[src/rtl/dup_checked_addsub_if.sv]
// Handshake and result bus for the duplicated add/sub block.
// slave = the block itself, master = whoever drives transactions into it.
interface dup_checked_addsub_if #(
    parameter int W     = 8,
    parameter int CNT_W = 4
);
    logic             in_valid;
    logic             in_ready;
    logic [W-1:0]     a;
    logic [W-1:0]     b;
    logic             par;
    logic [2:0]       op;
    logic             inj;
    logic             out_valid;
    logic             out_ready;
    logic [W-1:0]     x;
    logic             xc;
    logic             err;
    logic [2:0]       err_code;
    logic             err_sticky;
    logic [CNT_W-1:0] err_count;
    logic             clr_err;

    modport slave (
        input  in_valid, a, b, par, op, inj, out_ready, clr_err,
        output in_ready, out_valid, x, xc, err, err_code, err_sticky, err_count
    );

    modport master (
        output in_valid, a, b, par, op, inj, out_ready, clr_err,
        input  in_ready, out_valid, x, xc, err, err_code, err_sticky, err_count
    );
endinterface

[src/rtl/dup_checked_addsub.sv]
// Duplicated add/sub datapath with parity, op-code and copy-mismatch checks.
// Two-stage elastic pipeline: S1 captures inputs and checks parity/op code,
// S2 registers the primary sum plus the error code from both copies.

// One copy of the datapath: operand select, conditional negate, W+1 bit add.
// flip inverts sum bit 0 so a copy mismatch can be forced from outside.
module dup_checked_addsub_lane #(
    parameter int W = 8
) (
    input  logic [W-1:0] a,
    input  logic [W-1:0] b,
    input  logic [2:0]   op,
    input  logic         flip,
    output logic [W:0]   sum
);
    logic         sel_a, sel_b;
    logic [W-1:0] ea, eb;

    assign sel_a = op[0] | op[1];
    assign sel_b = op[0] | op[2];
    assign ea    = sel_a ? a : (~a + 1'b1);
    assign eb    = sel_b ? b : (~b + 1'b1);
    assign sum   = ({1'b0, ea} + {1'b0, eb}) ^ {{W{1'b0}}, flip};
endmodule

module dup_checked_addsub #(
    parameter int W     = 8,
    parameter int CNT_W = 4
) (
    input  logic                 clk,
    input  logic                 rst_n,
    dup_checked_addsub_if.slave  io
);
    localparam int NCOPY = 2;

    // vld_pipe[1] = S1 occupied, vld_pipe[2] = S2 occupied (drives out_valid)
    logic [2:1]             vld_pipe;
    logic                   s2_adv;

    logic [W-1:0]           s1_a, s1_b;
    logic [2:0]             s1_op;
    logic                   s1_inj, s1_par_err, s1_op_err;

    logic [NCOPY-1:0][W:0]  sum;
    logic                   mismatch;

    logic [W-1:0]           x_r;
    logic                   xc_r;
    logic [2:0]             code_r;
    logic                   sticky_r;
    logic [CNT_W-1:0]       cnt_r;
    logic                   err_hs;

    assign s2_adv      = !vld_pipe[2] | io.out_ready;
    assign io.in_ready = !vld_pipe[1] | s2_adv;

    // Copy 0 is primary; copy 1 is the checker and receives the injected fault.
    for (genvar g = 0; g < NCOPY; g++) begin : g_copy
        dup_checked_addsub_lane #(.W(W)) u_lane (
            .a    (s1_a),
            .b    (s1_b),
            .op   (s1_op),
            .flip ((g == 1) ? s1_inj : 1'b0),
            .sum  (sum[g])
        );
    end

    // Whole-word compare so an even number of differing bits is still caught.
    assign mismatch = (sum[0] != sum[1]);

    // Pipeline stages: S1 loads whenever it can accept, S2 whenever it advances.
    always_ff @(posedge clk or negedge rst_n) begin
        if (!rst_n) begin
            vld_pipe   <= '0;
            s1_a       <= '0;
            s1_b       <= '0;
            s1_op      <= '0;
            s1_inj     <= 1'b0;
            s1_par_err <= 1'b0;
            s1_op_err  <= 1'b0;
            x_r        <= '0;
            xc_r       <= 1'b0;
            code_r     <= '0;
        end else begin
            if (s2_adv) begin
                vld_pipe[2] <= vld_pipe[1];
                if (vld_pipe[1]) begin
                    x_r    <= sum[0][W-1:0];
                    xc_r   <= sum[0][W];
                    code_r <= {mismatch, s1_op_err, s1_par_err};
                end
            end
            if (io.in_ready) begin
                vld_pipe[1] <= io.in_valid;
                if (io.in_valid) begin
                    s1_a       <= io.a;
                    s1_b       <= io.b;
                    s1_op      <= io.op;
                    s1_inj     <= io.inj;
                    s1_par_err <= (io.par != ~^{io.a, io.b});
                    s1_op_err  <= !((io.op == 3'b001) || (io.op == 3'b010) || (io.op == 3'b100));
                end
            end
        end
    end

    assign err_hs = vld_pipe[2] & io.out_ready & (|code_r);

    // Error statistics: a delivered error beats a same-cycle clear.
    always_ff @(posedge clk or negedge rst_n) begin
        if (!rst_n) begin
            sticky_r <= 1'b0;
            cnt_r    <= '0;
        end else if (err_hs) begin
            sticky_r <= 1'b1;
            if (io.clr_err)
                cnt_r <= {{(CNT_W-1){1'b0}}, 1'b1};
            else if (cnt_r != {CNT_W{1'b1}})
                cnt_r <= cnt_r + 1'b1;
        end else if (io.clr_err) begin
            sticky_r <= 1'b0;
            cnt_r    <= '0;
        end
    end

    assign io.out_valid  = vld_pipe[2];
    assign io.x          = x_r;
    assign io.xc         = xc_r;
    assign io.err_code   = code_r;
    assign io.err        = |code_r;
    assign io.err_sticky = sticky_r;
    assign io.err_count  = cnt_r;
endmodule

[src/flat_wrapper.sv]
// flat-port wrapper written by rule: the top's interface ports become plain ports
module dup_checked_addsub_flat 
#(
    parameter int W     = 8,
    parameter int CNT_W = 4
)
  (clk, rst_n, io_in_valid, io_a, io_b, io_par, io_op, io_inj, io_out_ready, io_clr_err, io_in_ready, io_out_valid, io_x, io_xc, io_err, io_err_code, io_err_sticky, io_err_count);
  dup_checked_addsub_if #(.W(W), .CNT_W(CNT_W)) io_i ();
  input  logic clk;
  input  logic rst_n;
  input wire logic [$bits(io_i.in_valid)-1:0] io_in_valid;
  input wire logic [$bits(io_i.a)-1:0] io_a;
  input wire logic [$bits(io_i.b)-1:0] io_b;
  input wire logic [$bits(io_i.par)-1:0] io_par;
  input wire logic [$bits(io_i.op)-1:0] io_op;
  input wire logic [$bits(io_i.inj)-1:0] io_inj;
  input wire logic [$bits(io_i.out_ready)-1:0] io_out_ready;
  input wire logic [$bits(io_i.clr_err)-1:0] io_clr_err;
  output wire logic [$bits(io_i.in_ready)-1:0] io_in_ready;
  output wire logic [$bits(io_i.out_valid)-1:0] io_out_valid;
  output wire logic [$bits(io_i.x)-1:0] io_x;
  output wire logic [$bits(io_i.xc)-1:0] io_xc;
  output wire logic [$bits(io_i.err)-1:0] io_err;
  output wire logic [$bits(io_i.err_code)-1:0] io_err_code;
  output wire logic [$bits(io_i.err_sticky)-1:0] io_err_sticky;
  output wire logic [$bits(io_i.err_count)-1:0] io_err_count;
  assign io_i.in_valid = io_in_valid;
  assign io_i.a = io_a;
  assign io_i.b = io_b;
  assign io_i.par = io_par;
  assign io_i.op = io_op;
  assign io_i.inj = io_inj;
  assign io_i.out_ready = io_out_ready;
  assign io_i.clr_err = io_clr_err;
  assign io_in_ready = io_i.in_ready;
  assign io_out_valid = io_i.out_valid;
  assign io_x = io_i.x;
  assign io_xc = io_i.xc;
  assign io_err = io_i.err;
  assign io_err_code = io_i.err_code;
  assign io_err_sticky = io_i.err_sticky;
  assign io_err_count = io_i.err_count;
  dup_checked_addsub #(.W(W), .CNT_W(CNT_W)) u_core (.clk(clk), .rst_n(rst_n), .io(io_i));
endmodule
[config.mk]
export PLATFORM = sky130hd
export DESIGN_NAME = dup_checked_addsub_flat
export DESIGN_NICKNAME = d
export VERILOG_FILES = /design/src/rtl/dup_checked_addsub_if.sv /design/src/rtl/dup_checked_addsub.sv /design/src/flat_wrapper.sv
export SDC_FILE = /design/constraint.sdc
export NUM_CORES = 1
export LEC_CHECK = 0
export CORE_MARGIN = 1
export CORE_UTILIZATION = 55
export DETAILED_ROUTE_END_ITERATION = 8
export GPL_TIMING_DRIVEN = 1
export PLACE_DENSITY = 0.81
export SLEW_MARGIN = 15
export SYNTH_ARGS = -nofsm -noshare
export SYNTH_HDL_FRONTEND = slang
export SYNTH_SLANG_ARGS = --single-unit
[constraint.sdc]
create_clock -name clk -period 6.5 [get_ports clk]
set_input_delay 1.95 -clock clk [delete_from_list [all_inputs] [get_ports clk]]
set_output_delay 1.95 -clock clk [all_outputs]
set_load 0.02 [all_outputs]
Run 1, selected gate families:
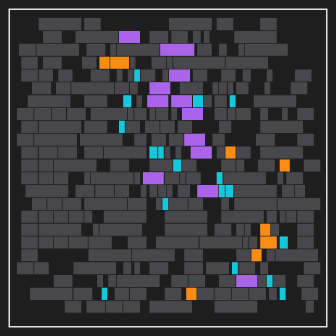
Key: orange = AND and OR gates [cells 8]; purple = adder and majority cells [cells 12]; cyan = NOR gates [cells 17]

Run 1, register map, names as in the netlist:
Scale bar: 20 microns. Other sequential cells in the stronger grey, the rest of the logic in the fainter grey.
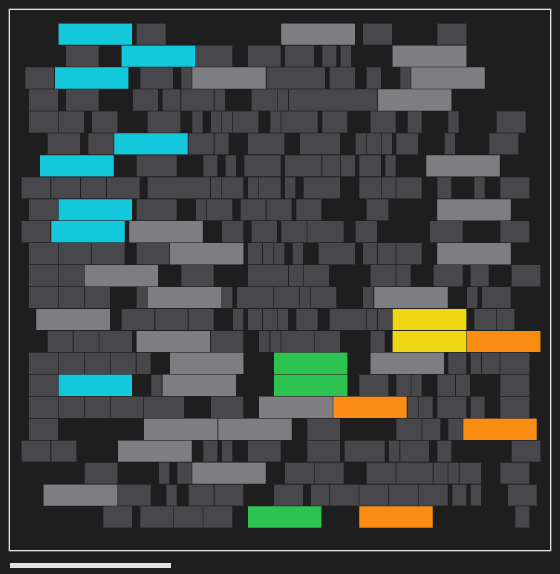
Key: green = `u_core.io.err_code` [sequential cells 3]; yellow = `u_core.vld_pipe` [sequential cells 2]; orange = `u_core.io.err_count` [sequential cells 4, where south-east]; cyan = `u_core.s1_b` [sequential cells 8]
Another 24 sequential cells are not coloured.

==> datasheet_impl.txt, run 1 <==
Table: implementation figures

Parameter                              Value

Critical path
  FF-to-FF End .................. u_core.io.x[7]$_DFFE_PN0P_
  Endpoint of the worst setup timing path .................. io_in_ready
  Length in cells of the worst reg-to-reg path .................. 10
  Kind of cell with the highest combined delay on the critical path .................. buffers and inverters
  Critical path depth in cells .................. 3
  Startpoint of the worst setup timing path .................. io_out_ready
  Capturing element type of the critical path .................. output pin

Die
  Die Area .................. 4480 sq um
  Die boundary width .................. 66.9 microns
  Number of placed I/O pins .................. 46
  Core Footprint .................. 4030 sq um

Synthesis
  Number of enable flip-flop cells .................. 0
  Yosys stat chip area .................. 2320 sq um
  Post-synthesis instance area .................. 2320 sq um
  Top cells by count .................. dfrtp_1, xnor2_1, mux2_1, nand2_1
  Average cell area after synthesis .................. 10.8 sq um
  YS warnings .................. 0
  Leading cell type by number of instances after synthesis .................. dfrtp_1
  FA/HA/MAJ Cells, Area Fraction .................. 6.80%
  Compound-gate portion of the synthesized area .................. 10.0%
  Post-synthesis register bit count .................. 41
  Share of the synthesized netlist area taken by xor and xnor gates .................. 12.5%
  Synth area leader .................. dfrtp_1
  Share of async-settable or async-resettable flops after synthesis .................. 100%
  Largest cells by area after synthesis .................. dfrtp_1, mux2_1, xnor2_1

Layout
  Sequential portion of the cell area .................. 35.0%
  Logic cell area .................. 1230 sq um
  Buffers excl. clock .................. 45
  Layout clock area frac .................. 3.97%
  Synthesis-to-layout area growth .................. 26.4%
  Layout non-clock buf frac .................. 15.2%
  Design area .................. 2930 sq um
  Non-filler instance count after layout .................. 315
  Seq cells .................. 41
  Final-layout fill cell count .................. 303
  Fraction of area in multi-input gates .................. 42.1%

Clocking
  H-tree level count .................. 2
  Hold buffer count at CTS .................. 0
  Post-cts repair resize count .................. 0
  Clock Sinks .................. 41
  Post-CTS setup buffers .................. 0
  Buffer type at the clock tree root .................. clkbuf_8

STA
  Worst hold slack .................. 0.482 ns
  Highest attainable clock frequency .................. 193 MHz
  Final setup viols .................. 0
  Unrepaired setup endpoints after global routing .................. false
  Worst slew margin relative to its limit .................. 35.3%
  Final setup skew .................. 0.00570 ns
  Total count of hold-check failures in the final report .................. 0
  Final-layout setup total negative slack .................. 0 ns

Global route
  Met2 Track Usage GR .................. 36.6%
  Wire length of the first global-routing pass .................. 7.15 mm
  Met3 Usage GRT .................. 5.65%
  Number of antenna violations at the first check in global routing .................. 0

Detailed routing
  Top routing layer in use .................. met4
  Final Routed Wirelength .................. 4.19 mm
  Number of DRC markers in iteration 0 .................. 51
  Detail Route met2 WL .................. 2.05 mm
  Met3 Wirelength .................. 164 microns

Flow run
  OpenROAD warning count .................. 26

Power
  Power consumed by combinational cells .................. 0.000440 W
  Worst vdd rail ir drop .................. 165 uV
  Top power consumer group .................. combinational logic
  Switching fraction of total power .................. 34.3%
  Combinational group share of total power .................. 43.3%
  Part of the power in the clock network .................. 20.8%

Status
  Run status .................. finished clean

Min path
  Depth of the worst hold-timing path .................. 2
  Class of the worst hold path .................. reg2reg
Run 1, routing congestion map:
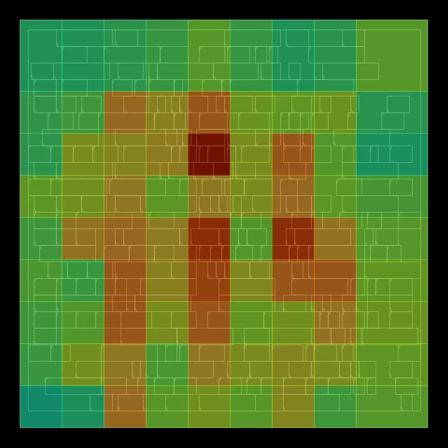
total routing usage reported by global routing: 22.0%
met1 usage in global routing: 27.3%

Run 1, port wiring:
Scale bar: 20 microns.
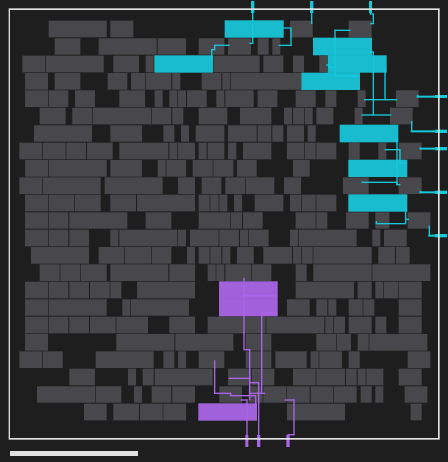
Key: purple = `io_err_code` [bits 3, direction output, edge south, end cells 3, buffers 3, wire 83.5 microns]; cyan = `io_x` [bits 8, direction output, edge 5 east, 3 north, end cells 8, buffers 8, wire 104 microns]

Run 1, layout detail:
Scale bar: 10 microns. Region (4, 4) to (29, 29) microns. Cells in grey, sequential cells in the stronger grey; small squares are vias.
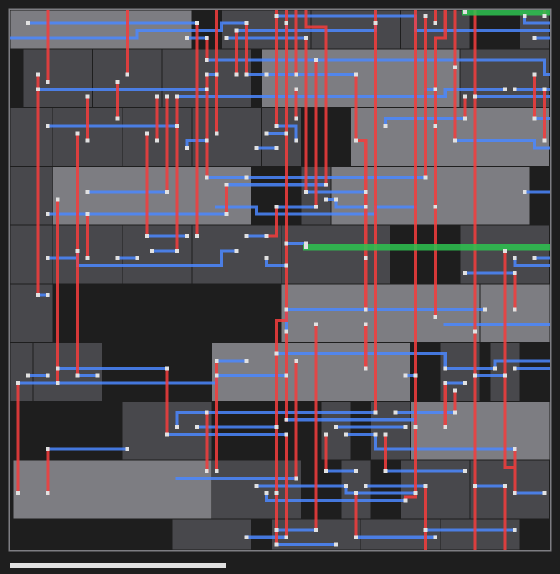

==> run 2: changes to the inputs <==
--- a/config.mk
+++ b/config.mk
@@ -6,10 +6,10 @@
 export NUM_CORES = 1
 export LEC_CHECK = 0
 export CORE_MARGIN = 1
-export CORE_UTILIZATION = 55
+export CORE_UTILIZATION = 51
 export DETAILED_ROUTE_END_ITERATION = 8
 export GPL_TIMING_DRIVEN = 1
-export PLACE_DENSITY = 0.81
+export PLACE_DENSITY = 0.76
 export SLEW_MARGIN = 15
 export SYNTH_ARGS = -nofsm -noshare
 export SYNTH_HDL_FRONTEND = slang
==> constraint.sdc (replaced) <==
create_clock -name clk -period 5.1 [get_ports clk]
set_input_delay 1.53 -clock clk [delete_from_list [all_inputs] [get_ports clk]]
set_output_delay 1.53 -clock clk [all_outputs]
set_load 0.02 [all_outputs]
Run 2, layout detail:
Scale bar: 10 microns. Region (5, 5) to (30, 30) microns. Cells in grey, sequential cells in the stronger grey; small squares are vias.
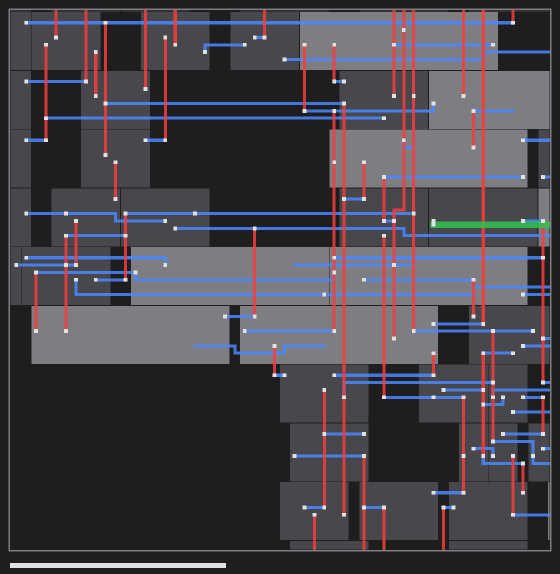
Key: red = met2; blue = met1; green = met3
Sequential cells in the window: 7. Netlist names of flops here include `u_core.s1_a` (4), `u_core.s1_op` (2). 29 logic cells have their middle in the window. Most frequent: dfrtp_1 (7), mux2_1 (6), xnor2_1 (6).

Run 2, routing congestion map:
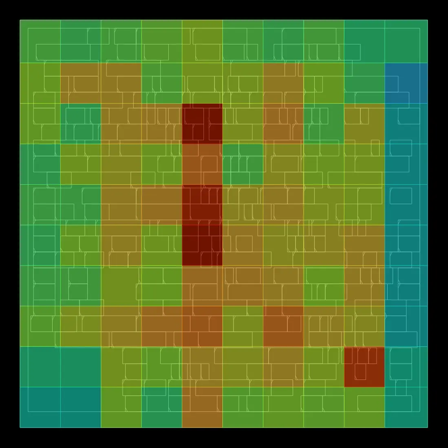
highest-utilization routing layer at the global route stage: met2
total routing usage reported by global routing: 19.7%

==> run 2 against run 1 <==
  * Non-clock buffer count is the same
  * Clock-buffer cell count shrank 2
  * Synthesized cell count is the same
  * Design area shrank 1.4%
  * Register-to-register slack lost 1.4 ns
  * Sequential power grew 27%
  * Worst hold slack lost 0.0034 ns
  * Largest cell class unchanged
  * Largest power group unchanged
  * Highest routed layer unchanged
==> datasheet_impl.txt, run 2 <==
Table: implementation figures

Parameter                              Value

Synthesis
  Post-synthesis register bit count .................. 41
  Compound-gate portion of the synthesized area .................. 10.0%
  Yosys stat chip area .................. 2320 sq um
  FA/HA/MAJ Cells, Area Fraction .................. 6.80%
  Post-synthesis instance area .................. 2320 sq um
  Number of enable flip-flop cells .................. 0
  Share of async-settable or async-resettable flops after synthesis .................. 100%
  Average cell area after synthesis .................. 10.8 sq um
  Synth area leader .................. dfrtp_1
  Share of the synthesized netlist area taken by xor and xnor gates .................. 12.5%
  Largest cells by area after synthesis .................. dfrtp_1, mux2_1, xnor2_1

Placed design
  Area of placed instances .................. 2810 sq um

Flow run
  OpenROAD warning count .................. 26

Global route
  Wire length of the first global-routing pass .................. 7.54 mm
  Met2 Track Usage GR .................. 30.9%
  Met1 usage in global routing .................. 27.0%

Die
  Die boundary width .................. 69.4 microns
  Core Footprint .................. 4350 sq um
  Number of placed I/O pins .................. 46
  Die Area .................. 4820 sq um

Layout
  Non-filler instance count after layout .................. 315
  Design area .................. 2890 sq um
  Layout clock area frac .................. 2.56%
  Sequential portion of the cell area .................. 35.5%
  Logic cell area .................. 1230 sq um
  Synthesis-to-layout area growth .................. 24.6%
  Buffers excl. clock .................. 45
  Fraction of area in multi-input gates .................. 42.6%
  Layout non-clock buf frac .................. 15.4%
  Seq cells .................. 41
  Final-layout fill cell count .................. 370

Critical path
  Endpoint of the worst setup timing path .................. io_in_ready
  FF-to-FF End .................. u_core.io.x[7]$_DFFE_PN0P_
  Length in cells of the worst reg-to-reg path .................. 10
  Critical path depth in cells .................. 3
  Register-to-register setup slack .................. 2.39 ns
  Startpoint of the worst setup timing path .................. io_out_ready
  Kind of cell with the highest combined delay on the critical path .................. buffers and inverters
  Capturing element type of the critical path .................. output pin

STA
  Worst hold slack .................. 0.479 ns
  Total count of hold-check failures in the final report .................. 0
  Final setup viols .................. 0
  Unrepaired setup endpoints after global routing .................. false
  Final setup skew .................. 0.00602 ns
  Worst slew margin relative to its limit .................. 34.6%
  Final-layout setup total negative slack .................. 0 ns

Power
  Switching fraction of total power .................. 35.9%
  Worst vdd rail ir drop .................. 163 uV
  Power consumed by combinational cells .................. 0.000561 W
  Combinational group share of total power .................. 46.1%
  Top power consumer group .................. combinational logic
  Part of the power in the clock network .................. 15.8%

Status
  Run status .................. finished clean

Clocking
  Post-cts repair resize count .................. 0
  Post-CTS setup buffers .................. 0
  Hold buffer count at CTS .................. 0
  Clock Sinks .................. 41
  H-tree level count .................. 2
  Buffer type at the clock tree root .................. clkbuf_8

Detailed routing
  Number of DRC markers in iteration 0 .................. 37
  Detail Route met2 WL .................. 1.94 mm
  Met3 Wirelength .................. 144 microns
  Final Routed Wirelength .................. 4.07 mm
  Top routing layer in use .................. met4

Min path
  Depth of the worst hold-timing path .................. 2
  Class of the worst hold path .................. reg2reg
Run 2, register map, names as in the netlist:
Scale bar: 20 microns. Other sequential cells in the stronger grey, the rest of the logic in the fainter grey.
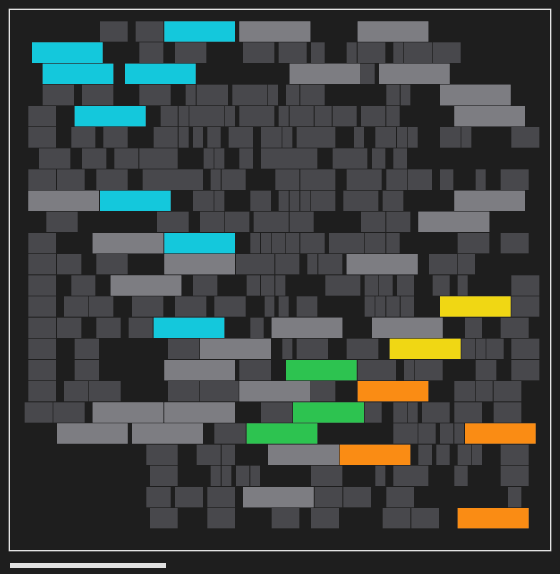

==> run 3: changes to the inputs <==
==> constraint.sdc (replaced) <==
create_clock -name clk -period 4 [get_ports clk]
set_input_delay 1.2 -clock clk [delete_from_list [all_inputs] [get_ports clk]]
set_output_delay 1.2 -clock clk [all_outputs]
set_load 0.02 [all_outputs]
Run 3, register map, names as in the netlist:
Scale bar: 20 microns. Other sequential cells in the stronger grey, the rest of the logic in the fainter grey.
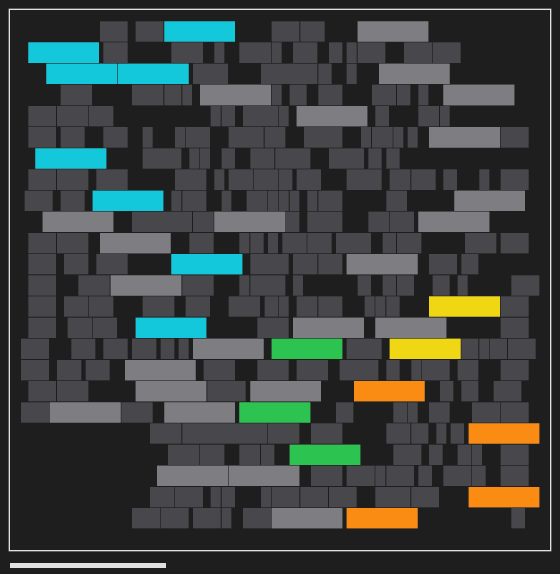
Key: orange = `u_core.io.err_count` [sequential cells 4, where south-east]; green = `u_core.io.err_code` [sequential cells 3]; cyan = `u_core.s1_b` [sequential cells 8]; yellow = `u_core.vld_pipe` [sequential cells 2]
Another 24 sequential cells are not coloured.

Run 3, port wiring:
Scale bar: 20 microns.
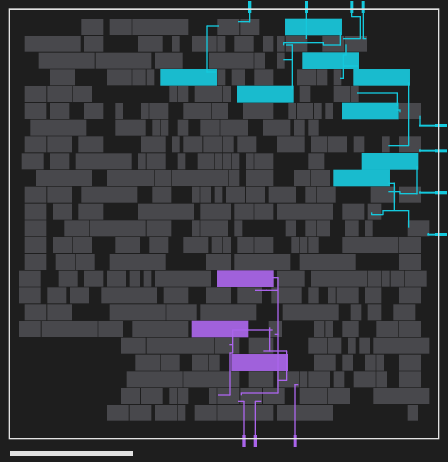
Key: cyan = `io_x` [bits 8, direction output, edge 4 north, 4 east, end cells 8, buffers 8, wire 119 microns]; purple = `io_err_code` [bits 3, direction output, edge south, end cells 3, buffers 3, wire 85.2 microns]

==> run 3 against run 2 <==
  * Area after synthesis is the same
  * Combinational power grew 28%
  * Power up 35%
  * Design area grew 1.6%
  * Highest routed layer unchanged
  * Register-to-register slack lost 1.1 ns
==> datasheet_impl.txt, run 3 <==
Table: implementation figures

Parameter                              Value

Layout
  Layout non-clock buf frac .................. 15.4%
  Sequential portion of the cell area .................. 35.0%
  Layout clock area frac .................. 3.80%
  Seq cells .................. 41
  Design area .................. 2930 sq um
  Final-layout fill cell count .................. 364
  Non-filler instance count after layout .................. 318
  Buffers excl. clock .................. 46
  Synthesis-to-layout area growth .................. 26.6%
  Commonest non-fill, non-tap cells in the layout .................. clkdlybuf4s50_1, dfrtp_1, xnor2_1
  Logic cell area .................. 1230 sq um

Power
  Overall Power .................. 0.00164 W
  Top power consumer group .................. combinational logic
  Switching fraction of total power .................. 35.0%
  Internal power .................. 0.00107 W
  Combinational group share of total power .................. 43.6%
  P_sw .................. 0.000575 W
  Worst vdd rail ir drop .................. 228 uV
  Power consumed by combinational cells .................. 0.000716 W
  Power per Cell Area .................. 560 nW/um^2

STA
  Unrepaired setup endpoints after global routing .................. false
  Total count of hold-check failures in the final report .................. 0
  Worst slew margin relative to its limit .................. 35.4%
  Highest attainable clock frequency .................. 273 MHz
  Final-layout setup total negative slack .................. 0 ns
  Final setup viols .................. 0

Placed design
  Worst setup slack after placement .................. 0.338 ns
  Placed wire-length estimate after detailed placement .................. 3.24 mm
  Area of placed instances .................. 2820 sq um

Detailed routing
  Drc violations .................. 0
  Met3 Wirelength .................. 147 microns
  Final Routed Wirelength .................. 4.21 mm
  Detail Route met2 WL .................. 1.99 mm
  Top routing layer in use .................. met4
  Number of DRC markers in iteration 0 .................. 90

Critical path
  Ordered cell list for the critical path .................. clkdlybuf4s50_1 -> nand3b_1 -> clkdlybuf4s50_1
  Critical path depth in cells .................. 3
  Length in cells of the worst reg-to-reg path .................. 10
  Endpoint of the worst setup timing path .................. io_in_ready
  Register-to-register setup slack .................. 1.29 ns
  Kind of cell with the highest combined delay on the critical path .................. buffers and inverters
  Startpoint of the worst setup timing path .................. io_out_ready
  FF-to-FF End .................. u_core.io.x[7]$_DFFE_PN0P_
  Critical path's slowest cell .................. clkdlybuf4s50_1

Synthesis
  Synth area leader .................. dfrtp_1
  Number of enable flip-flop cells .................. 0
  Post-synthesis instance area .................. 2320 sq um
  Largest cells by area after synthesis .................. dfrtp_1, mux2_1, xnor2_1
  Compound-gate portion of the synthesized area .................. 10.0%
  Post-synthesis register bit count .................. 41
  Yosys stat chip area .................. 2320 sq um
  Share of the synthesized netlist area taken by xor and xnor gates .................. 12.5%
  FA/HA/MAJ Cells, Area Fraction .................. 6.80%
  Average cell area after synthesis .................. 10.8 sq um
  Distinct lib cells used .................. 38
  YS warnings .................. 0
  Top cells by count .................. dfrtp_1, xnor2_1, mux2_1, nand2_1
  Leading cell type by number of instances after synthesis .................. dfrtp_1

Clocking
  Post-CTS setup buffers .................. 0
  Clock Sinks .................. 41
  Post-cts repair resize count .................. 0
  H-tree level count .................. 2
  Buffer type at the clock tree root .................. clkbuf_8
  Hold buffer count at CTS .................. 0

Global route
  Met2 Track Usage GR .................. 31.0%
  Total routing usage reported by global routing .................. 19.6%
  Met1 usage in global routing .................. 27.0%
  Highest-utilization routing layer at the global route stage .................. met2
  Wire length of the first global-routing pass .................. 7.52 mm
  Number of antenna violations at the first check in global routing .................. 0
  Met3 Usage GRT .................. 4.51%

Die
  Core Footprint .................. 4350 sq um
  Number of placed I/O pins .................. 46
  Die Area .................. 4820 sq um
  Die boundary width .................. 69.4 microns

Status
  Run status .................. finished clean

Min path
  Class of the worst hold path .................. reg2reg
  Depth of the worst hold-timing path .................. 2

Flow run
  OpenROAD warning count .................. 26
Power and IR drop assume default switching activity.
